File: config.mk
export PLATFORM = sky130hd
export DESIGN_NAME = bcd_countdown_timer
export DESIGN_NICKNAME = d
export VERILOG_FILES = /design/src/rtl/bcd_countdown_timer.sv
export SDC_FILE = /design/constraint.sdc
export NUM_CORES = 1
export LEC_CHECK = 0
export ABC_AREA = 1
export CAP_MARGIN = 5
export CORE_UTILIZATION = 45
export CTS_BUF_LIST = sky130_fd_sc_hd__clkbuf_4
export CTS_CLUSTER_SIZE = 14
export DETAILED_ROUTE_END_ITERATION = 16
export PLACE_DENSITY_LB_ADDON = 0.08
export SYNTH_ARGS = -nofsm -noshare
export SYNTH_HDL_FRONTEND = slang
export SYNTH_SLANG_ARGS = --single-unit
File: constraint.sdc
create_clock -name clk -period 5 [get_ports clk]
set_input_delay 0.75 -clock clk [delete_from_list [all_inputs] [get_ports clk]]
set_output_delay 0.75 -clock clk [all_outputs]
set_load 0.005 [all_outputs]
File: src/rtl/bcd_countdown_timer.sv
// MM:SS BCD timer: binary preload converted by iterative subtraction, then up/down count.
// Define TIMER_AUTORELOAD_EN to reconvert the preload and keep running at the limit.
module bcd_countdown_timer #(
  parameter int CLK_FREQ_HZ = 50000000,
  parameter int MAX_MIN     = 59,
  parameter int LOAD_W      = 13
) (
  input  logic              clk,
  input  logic              reset,
  input  logic              load,
  input  logic [LOAD_W-1:0] load_seconds,
  input  logic              start,
  input  logic              pause,
  input  logic              count_up,
  output logic [3:0]        minutes_tens,
  output logic [3:0]        minutes_units,
  output logic [3:0]        seconds_tens,
  output logic [3:0]        seconds_units,
  output logic              busy,
  output logic              running,
  output logic              done
);

  localparam int PW = $clog2(CLK_FREQ_HZ);
  localparam logic [PW-1:0] TERM = PW'(CLK_FREQ_HZ - 1);
  localparam logic [LOAD_W-1:0] LIMIT_S = LOAD_W'(MAX_MIN * 60 + 59);
  localparam logic [LOAD_W-1:0] SIXTY = LOAD_W'(60);
  localparam logic [LOAD_W-1:0] TEN = LOAD_W'(10);
  localparam logic [3:0] LIM_MT = 4'(MAX_MIN / 10);
  localparam logic [3:0] LIM_MU = 4'(MAX_MIN % 10);

  typedef enum logic [2:0] {
    IDLE, CONVERT, PAUSED, RUNNING, DONE
  } state_t;

  state_t state, state_d;
  logic [LOAD_W-1:0] rem, rem_d, clamped;
  logic [3:0] mt, mu, st, su;
  logic [3:0] mt_d, mu_d, st_d, su_d;
  logic [3:0] dmt, dmu, dst, dsu;
  logic [3:0] umt, umu, ust, usu;
  logic [PW-1:0] presc, presc_d;
  logic dir, dir_d;
  logic done_q, done_d;
  logic tick, hit, at_zero, at_max, dn_hit, up_hit;
`ifdef TIMER_AUTORELOAD_EN
  logic [LOAD_W-1:0] stored, stored_d;
  logic reload, reload_d;
`endif

  assign clamped = (load_seconds > LIMIT_S) ? LIMIT_S : load_seconds;
  assign tick = (state == RUNNING) && (presc == TERM);
  assign at_zero = ({mt, mu, st, su} == 16'h0000);
  assign at_max = (mt == LIM_MT) && (mu == LIM_MU) &&
                  (st == 4'd5) && (su == 4'd9);

  // One-step neighbours of the current value, with BCD borrow/carry chains
  always_comb begin
    {dmt, dmu, dst, dsu} = {mt, mu, st, su};
    if (su != 4'd0) dsu = su - 4'd1;
    else begin
      dsu = 4'd9;
      if (st != 4'd0) dst = st - 4'd1;
      else begin
        dst = 4'd5;
        if (mu != 4'd0) dmu = mu - 4'd1;
        else begin
          dmu = 4'd9;
          dmt = mt - 4'd1;
        end
      end
    end
    {umt, umu, ust, usu} = {mt, mu, st, su};
    if (su != 4'd9) usu = su + 4'd1;
    else begin
      usu = 4'd0;
      if (st != 4'd5) ust = st + 4'd1;
      else begin
        ust = 4'd0;
        if (mu != 4'd9) umu = mu + 4'd1;
        else begin
          umu = 4'd0;
          umt = mt + 4'd1;
        end
      end
    end
    dn_hit = ({dmt, dmu, dst, dsu} == 16'h0000);
    up_hit = (umt == LIM_MT) && (umu == LIM_MU) &&
             (ust == 4'd5) && (usu == 4'd9);
  end

  always_comb begin
    state_d = state;
    rem_d   = rem;
    {mt_d, mu_d, st_d, su_d} = {mt, mu, st, su};
    presc_d = presc;
    dir_d   = dir;
    done_d  = 1'b0;
    hit     = 1'b0;
`ifdef TIMER_AUTORELOAD_EN
    stored_d = stored;
    reload_d = reload;
`endif
    if (load) begin
      rem_d   = clamped;
      {mt_d, mu_d, st_d, su_d} = 16'h0000;
      presc_d = '0;
      state_d = CONVERT;
`ifdef TIMER_AUTORELOAD_EN
      stored_d = clamped;
      reload_d = 1'b0;
`endif
    end else begin
      unique case (state)
        IDLE: ;
        CONVERT: begin
          if (rem >= SIXTY) begin
            rem_d = rem - SIXTY;
            if (mu == 4'd9) begin
              mu_d = 4'd0;
              mt_d = mt + 4'd1;
            end else begin
              mu_d = mu + 4'd1;
            end
          end else if (rem >= TEN) begin
            rem_d = rem - TEN;
            st_d  = st + 4'd1;
          end else begin
            su_d    = rem[3:0];
            state_d = PAUSED;
`ifdef TIMER_AUTORELOAD_EN
            if (reload) state_d = RUNNING;
            reload_d = 1'b0;
`endif
          end
        end
        PAUSED: begin
          if (!pause && start) begin
            dir_d = count_up;
            if (count_up ? at_max : at_zero) hit = 1'b1;
            else state_d = RUNNING;
          end
        end
        RUNNING: begin
          if (pause) begin
            state_d = PAUSED;
          end else if (tick) begin
            presc_d = '0;
            if (dir) {mt_d, mu_d, st_d, su_d} = {umt, umu, ust, usu};
            else {mt_d, mu_d, st_d, su_d} = {dmt, dmu, dst, dsu};
            hit = dir ? up_hit : dn_hit;
          end else begin
            presc_d = presc + 1'b1;
          end
        end
        DONE: ;
        default: state_d = IDLE;
      endcase
      if (hit) begin
        done_d = 1'b1;
`ifdef TIMER_AUTORELOAD_EN
        // Periodic mode: rebuild the preload and resume in the same direction
        state_d  = CONVERT;
        rem_d    = stored;
        {mt_d, mu_d, st_d, su_d} = 16'h0000;
        presc_d  = '0;
        reload_d = 1'b1;
`else
        state_d = DONE;
`endif
      end
    end
  end

  always_ff @(posedge clk or posedge reset) begin
    if (reset) begin
      state  <= IDLE;
      rem    <= '0;
      mt     <= 4'd0;
      mu     <= 4'd0;
      st     <= 4'd0;
      su     <= 4'd0;
      presc  <= '0;
      dir    <= 1'b0;
      done_q <= 1'b0;
`ifdef TIMER_AUTORELOAD_EN
      stored <= '0;
      reload <= 1'b0;
`endif
    end else begin
      state  <= state_d;
      rem    <= rem_d;
      mt     <= mt_d;
      mu     <= mu_d;
      st     <= st_d;
      su     <= su_d;
      presc  <= presc_d;
      dir    <= dir_d;
      done_q <= done_d;
`ifdef TIMER_AUTORELOAD_EN
      stored <= stored_d;
      reload <= reload_d;
`endif
    end
  end

  assign minutes_tens  = mt;
  assign minutes_units = mu;
  assign seconds_tens  = st;
  assign seconds_units = su;
  assign busy    = (state == CONVERT);
  assign running = (state == RUNNING);
  assign done    = done_q;

endmodule

### I/O pins on the die edge, run 1

Scale: 2 px per µm. Pins as bars across the die edge, other pins in grey.
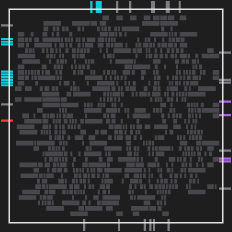
port	colour	pins	direction	edge
`pause`	red	1	input	left
`load_seconds`	cyan	13	input	9 left, 4 top
`minutes_units`	purple	4	output	right
all pins by edge	12 left, 11 top, 9 right, 6 bottom

### I/O nets highlighted, run 1

Scale: 4 px per µm.
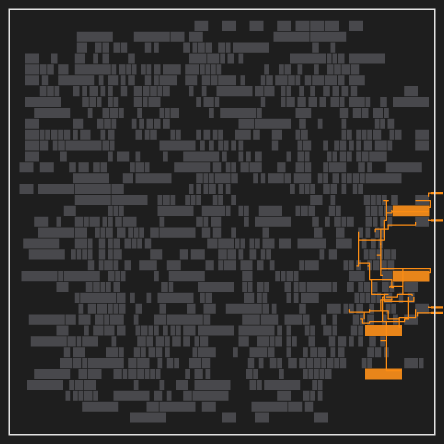
port	colour	direction	edge	end cells	wire
`minutes_units`	orange	output	right	4	218 µm

### Track usage over the die, run 1

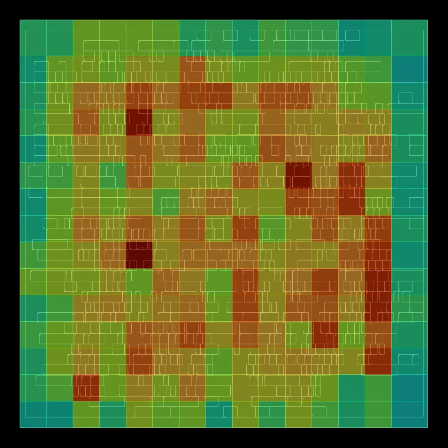
met2 Use GR: 0.388
core utilization of the finished layout: 0.522
Top Usage Layer GRT: met2
global routing usage on met1: 0.343
Total Routing Usage GR: 0.245

### Routed metal, one colour a layer, run 1

Scale: 4 px per µm.
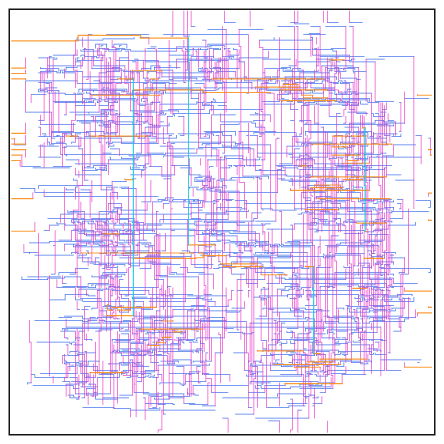
layer	colour	wire length
metal 3	orange	641 µm
metal 1	blue	6230 µm
metal 2	magenta	6010 µm
metal 4	cyan	158 µm

==> results.toml, run 1 <==
# physical design summary
[run_status]
outcome = "completed"

[clock_network]
clock_path_buffers = 2
cts_tree = "yes"
postCtsHoldBufs = 0
numCtsBuffers = 9
cts_repair_resize_count = 0
worst_setup_hold_path_clk_slew_ns = 0.11
post_cts.repair.setup_buffers = 0
cts_root_buffer = "sky130_fd_sc_hd__clkbuf_4"

[floorplan]
io-pin-count = 38
die_y_um = 106
die_x_um = 106

[sta]
final_setup_violation_count = 0
finalMaxSlewViolations = 0
worst-slew-pin-transition_ns = 0.877
post_route_setup_tns_ns = 0
final.setup.worst_slack_ns = 2.21
holdWs_ns = 0.529
slew_headroom = 0.413
finalHoldViolations = 0
finalWorstPathRequiredPeriod_ns = 2.79

[global_routing]
grt_remaining_overflow = 0
vias_in_the_first_global_route = 4480
first_pass_grt_wire_length_um = 21900
grt_antenna_before_repair = 1
global_route.usage.met3 = 0.0349

[drt]
routed_wl_um = 13000
dr_total_vias = 4921
met3WireLength_um = 641
maxUsedRoutingLayer = "met4"
drt_antenna_net_count = 0
drtIter0Drc = 354
wl_met2_um = 6010
detail_routed_via_count_per_cell = 5.55

[final_layout]
final_layout_size_suffix_gt1_frac = 0.0960
n_fill_cell = 1081
instances_no_fill = 887
finalInstanceArea_um2 = 5430
final_layout_top_logic_cell = "sky130_fd_sc_hd__nand2_1"

[hold_path]
hold_path.startpoint = "presc[0]"
worst_hold_path_type = "register to register"
worstHoldEndpoint = "presc[0]"

[worst_setup_path]
cp.buffers_inverters = 3
reg2reg_to = "rem[1]"
worstPathRequired_ns = 5.34
timing.rr.start = "rem[2]"
critPathLaunch = "load"
worstPathMaxFanout = 20
arrival_ns = 3.13
setup.worst_path.end_class = "register"
critical_path_depth = 8
reg_to_reg_setup_timing_slack_ns = 2.23
startpoint_type = "primary input"

[power]
p_per_area_nw_per_um2 = 459
ir_worst_vdd_uv = 205

[synthesis]
asyncSetResetFlopFracSynth = 1.00
synth_top_area_share = 0.309
total_nets_after_synthesis = 744
top_logic_kind = "simple AND/OR/NAND/NOR gates"
numSynthFlops = 60
post_synth_fa_ha_maj_area_fraction = 0.0309
mappedNetlistArea_um2 = 4860
yosys.area.top_type = "sky130_fd_sc_hd__dfrtp_1"
yosys.cell_types.count = 52
leading_cell_types_by_total_area_after_synthesis = "sky130_fd_sc_hd__dfrtp_1, sky130_fd_sc_hd__nand2_1, sky130_fd_sc_hd__inv_1"
yosysWarningCount = 0
mux_area_frac = 0.00206
yosys.area_share.aoi = 0.182
synth-edff-count = 0

[run]
maxCapViolCount = 0

[placement]
gp_congestion = 0.915
post_dp_cell_area_um2 = 5340
==> run 1: sequential cells by signal, indices dropped and copies added, names as in the netlist <==
register	count
dir	1
state	3
minutes_tens	4
minutes_units	4
seconds_units	4
done	1
seconds_tens	4
rem	13
presc	26
==> run 1: power breakdown <==
group          switching, W  total [W]  internal (W)
Combinational      0.000911    0.00142      0.000513
Sequential         0.000193   0.000785      0.000592
Clock              0.000189   0.000287     0.0000980
Total               0.00129    0.00250       0.00120
==> run 1: area by class of cell <==
type | count | area share
antenna | 1 | 0.000461
sequential | 60 | 0.276
multi-input combinational | 540 | 0.537
tap | 136 | 0.0313
clock inverter | 5 | 0.00368
inverter | 96 | 0.0668
timing repair buffer | 39 | 0.0709
clock buffer | 10 | 0.0138
==> run 1 -> run 2 <==
clock period = 2.91 ns   (was 5 ns; I/O delays follow)
### Track usage over the die, run 2

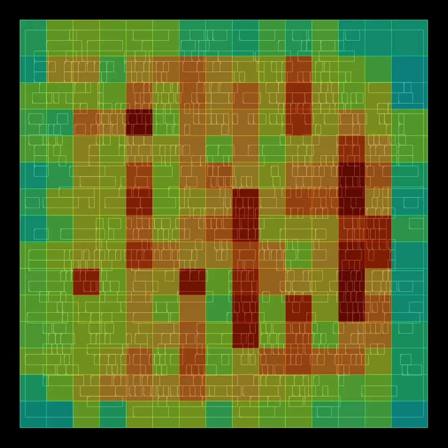
met2 Use GR: 0.411
global-route met3 utilization: 0.0368
average wire per cell in the routed design: 14.9 µm
global routing usage on met1: 0.341

==> run 2 against run 1 <==
Effect of this change: critical path depth increased by 8; sequential power grew 67%; clock power up 86%; global-route usage grew 0.85 points; clock-buffer cell count is 1 lower; setup slack lost 1.8 ns; hold slack lost 0.0058 ns; via count up 1.0%; area after synthesis unchanged; clock skew rose by 0.012 ns.
==> results.toml, run 2 <==
# physical design summary
[run_status]
outcome = "completed"

[final_layout]
postLayoutCoreUtil = 0.528
final-clk-cell-share = 0.0202
reg_with_most_ffs = "presc"
multi_input_comb_cells = 540
buffer_area_frac = 0.0796
top_registers = "presc (26), rem (13)"
layout.cells.largest_class = "multi-input combinational cells"
instances_no_fill = 894
seq_area_frac = 0.273

[drt]
detail_routed_via_count_per_cell = 5.56
routed_wl_um = 13400
dr_total_vias = 4971

[clock_network]
cts_root_buffer = "sky130_fd_sc_hd__clkbuf_4"
postCtsHoldBufs = 0
worst_setup_hold_path_clk_slew_ns = 0.14
cts_repair_resize_count = 0
cts_tree = "yes"

[global_routing]
vias_in_the_first_global_route = 4718
globalRouteTotalUtil = 0.254

[worst_setup_path]
arrival_ns = 2.86
critPathLaunch = "seconds_tens[1]"
cp.buffers_inverters = 1
reg_to_reg_setup_timing_slack_ns = 0.41

[sta]
final_setup_violation_count = 0
finalHoldViolations = 0
finalMaxSlewViolations = 0
finalWorstPathRequiredPeriod_ns = 2.50

[power]
seq_power_share = 0.298
clock_net_power_w = 0.000535
combinationalPowerShare = 0.580

[synthesis]
synth-edff-count = 0
mux_area_frac = 0.00206
top_logic_kind = "simple AND/OR/NAND/NOR gates"
yosys.cell_types.count = 52
total_nets_after_synthesis = 744

[hold_path]
worst_hold_path_type = "primary input to asynchronous set/reset pin"

[floorplan]
io-pin-count = 38

[placement]
post_dp_cell_area_um2 = 5390
### I/O pins on the die edge, run 2

Scale: 2 px per µm. Pins as bars across the die edge, other pins in grey.
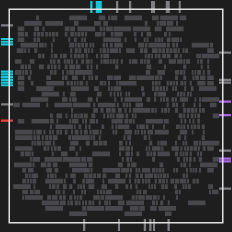
port	colour	pins	direction	edge
`load_seconds`	cyan	13	input	9 left, 4 top
`pause`	red	1	input	left
`minutes_units`	purple	4	output	right
all pins by edge	12 left, 11 top, 9 right, 6 bottom

-- run 2: cell types whose count changed in the layout (fill, tap and decap cells not counted) --
cell                         previous run  this run
sky130_fd_sc_hd__buf_4                  2         9
sky130_fd_sc_hd__diode_2                1         0
sky130_fd_sc_hd__nor2_1                63        62
sky130_fd_sc_hd__clkinvlp_4             0         4
sky130_fd_sc_hd__nor2_2                11        12
sky130_fd_sc_hd__clkbuf_4              10         9
sky130_fd_sc_hd__clkinv_1               5         2
sky130_fd_sc_hd__clkinv_2               1         2
-- run 2: metal layers --
layer | share of wire | wire length (µm)
met1 | 0.46 | 6170
met2 | 0.47 | 6290
met5 | 0 | 0
met3 | 0.049 | 648
met4 | 0.019 | 249
==> run 2 -> run 3 <==
ABC_AREA = unset   (was 1)
### I/O nets highlighted, run 3

Scale: 4 px per µm.
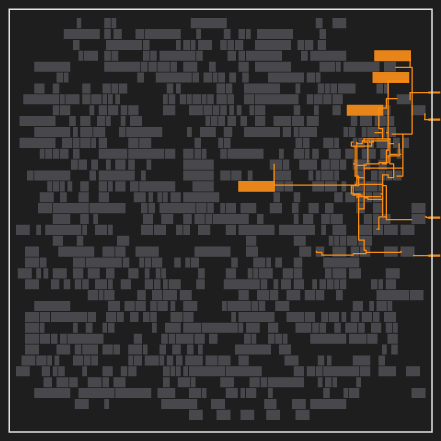
port	colour	direction	edge	end cells	wire
`minutes_units`	orange	output	right	4	338 µm

==> run 3 against run 2 <==
Effect of this change: cell area shrank 0.77%; via count shrank 5.7%; critical endpoint is now busy; die area shrank 1.3%.
==> results.toml, run 3 <==
# physical design summary
[run_status]
outcome = "completed"

[run]
maxCapViolCount = 0

[synthesis]
top_logic_kind = "simple AND/OR/NAND/NOR gates"
total_nets_after_synthesis = 624
synth_top_area_share = 0.313
yosys.cell_types.count = 86
mappedNetlistArea_um2 = 4800
yosysWarningCount = 0
numSynthFlops = 60
leading_cell_types_by_total_area_after_synthesis = "sky130_fd_sc_hd__dfrtp_1, sky130_fd_sc_hd__o21ai_0, sky130_fd_sc_hd__nor2_1"
yosys.area.top_type = "sky130_fd_sc_hd__dfrtp_1"

[sta]
slew_headroom = 0.546
final.setup.worst_slack_ns = 0.352
holdWs_ns = 0.345
finalWorstPathRequiredPeriod_ns = 2.56
final_setup_violation_count = 0
worst-slew-pin-transition_ns = 0.681

[global_routing]
grt_antenna_before_repair = 0
globalRouteTotalUtil = 0.247
global_route.usage.met3 = 0.0365
grt_use_met2 = 0.405
grt.busiest_layer = "met2"
grt_remaining_overflow = 0
vias_in_the_first_global_route = 4662

[final_layout]
reg_with_most_ffs = "presc"
instances_no_fill = 771
n_clock_buffer = 10
multi_input_comb_cells = 478
ff_count = 60
final-clk-cell-share = 0.0254
inverters = 20
layout.cells.largest_class = "multi-input combinational cells"
final_layout_top_logic_cell = "sky130_fd_sc_hd__dfrtp_1"
postLayoutCoreUtil = 0.529
top_registers = "presc (26), rem (13)"
share_of_the_final_layout_cell_area_in_multi_input_gates = 0.552

[drt]
drtIter0Drc = 277
detail_routed_via_count_per_cell = 6.08
maxUsedRoutingLayer = "met4"
wl_per_cell_um = 16.7
met3WireLength_um = 511
wirelength_met1_um = 6030

[floorplan]
die_y_um = 105
die_x_um = 105
io-pin-count = 38
tap_cells = 136

[power]
powerComb_w = 0.000785
clock_net_power_w = 0.000609
seq_power_w = 0.00104
combinationalPowerShare = 0.323
power.switching_fraction = 0.367
seq_power_share = 0.427
p_switching_w = 0.000892

[worst_setup_path]
worstPathRequired_ns = 2.47
timing.rr.start = "presc[10]"
critical_path_depth = 4
worstPathMaxFanout = 6
arrival_ns = 2.12
startpoint_type = "register"
critPathLaunch = "state[2]"

[hold_path]
hold_path.startpoint = "load"
worst_hold_path_type = "primary input to register"
worstHoldEndpoint = "minutes_units[0]"

[clock_network]
postCtsHoldBufs = 0
cts_tree = "yes"
cts_repair_resize_count = 0
cts_root_buffer = "sky130_fd_sc_hd__clkbuf_4"
numCtsBuffers = 9

[placement]
gp_congestion = 0.857
### Sequential cells grouped by signal name, run 3

Scale: 3 px per µm. Other sequential cells in the stronger grey, the rest of the logic in the fainter grey.
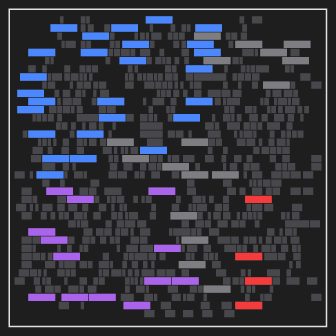
signal	colour	placed flops
`rem`	purple	13
`presc`	blue	26
`seconds_tens`	red	4
not coloured	17

## run 3: cell count changes in the layout (fill, tap and decap cells not counted), moves of 11 or more
cell	delta
sky130_fd_sc_hd__nand2b_1	+11
sky130_fd_sc_hd__nand2_1	-115
sky130_fd_sc_hd__o22ai_1	-12
sky130_fd_sc_hd__or3_1	+12
sky130_fd_sc_hd__nor2_2	-12
sky130_fd_sc_hd__inv_1	-63
sky130_fd_sc_hd__buf_4	+14
sky130_fd_sc_hd__nand3_1	-20
sky130_fd_sc_hd__xor2_1	-11
sky130_fd_sc_hd__mux2i_1	+11
sky130_fd_sc_hd__inv_2	-12
## run 3: logic make-up after synthesis
family          after synthesis
compound gates              176
xor+xnor                     12
fa+ha+maj                    12
buf+inv                      55
flops                        60
mux                          15
simple gates                263
Power figures rest on the tool's default switching activity, not on a simulated workload.
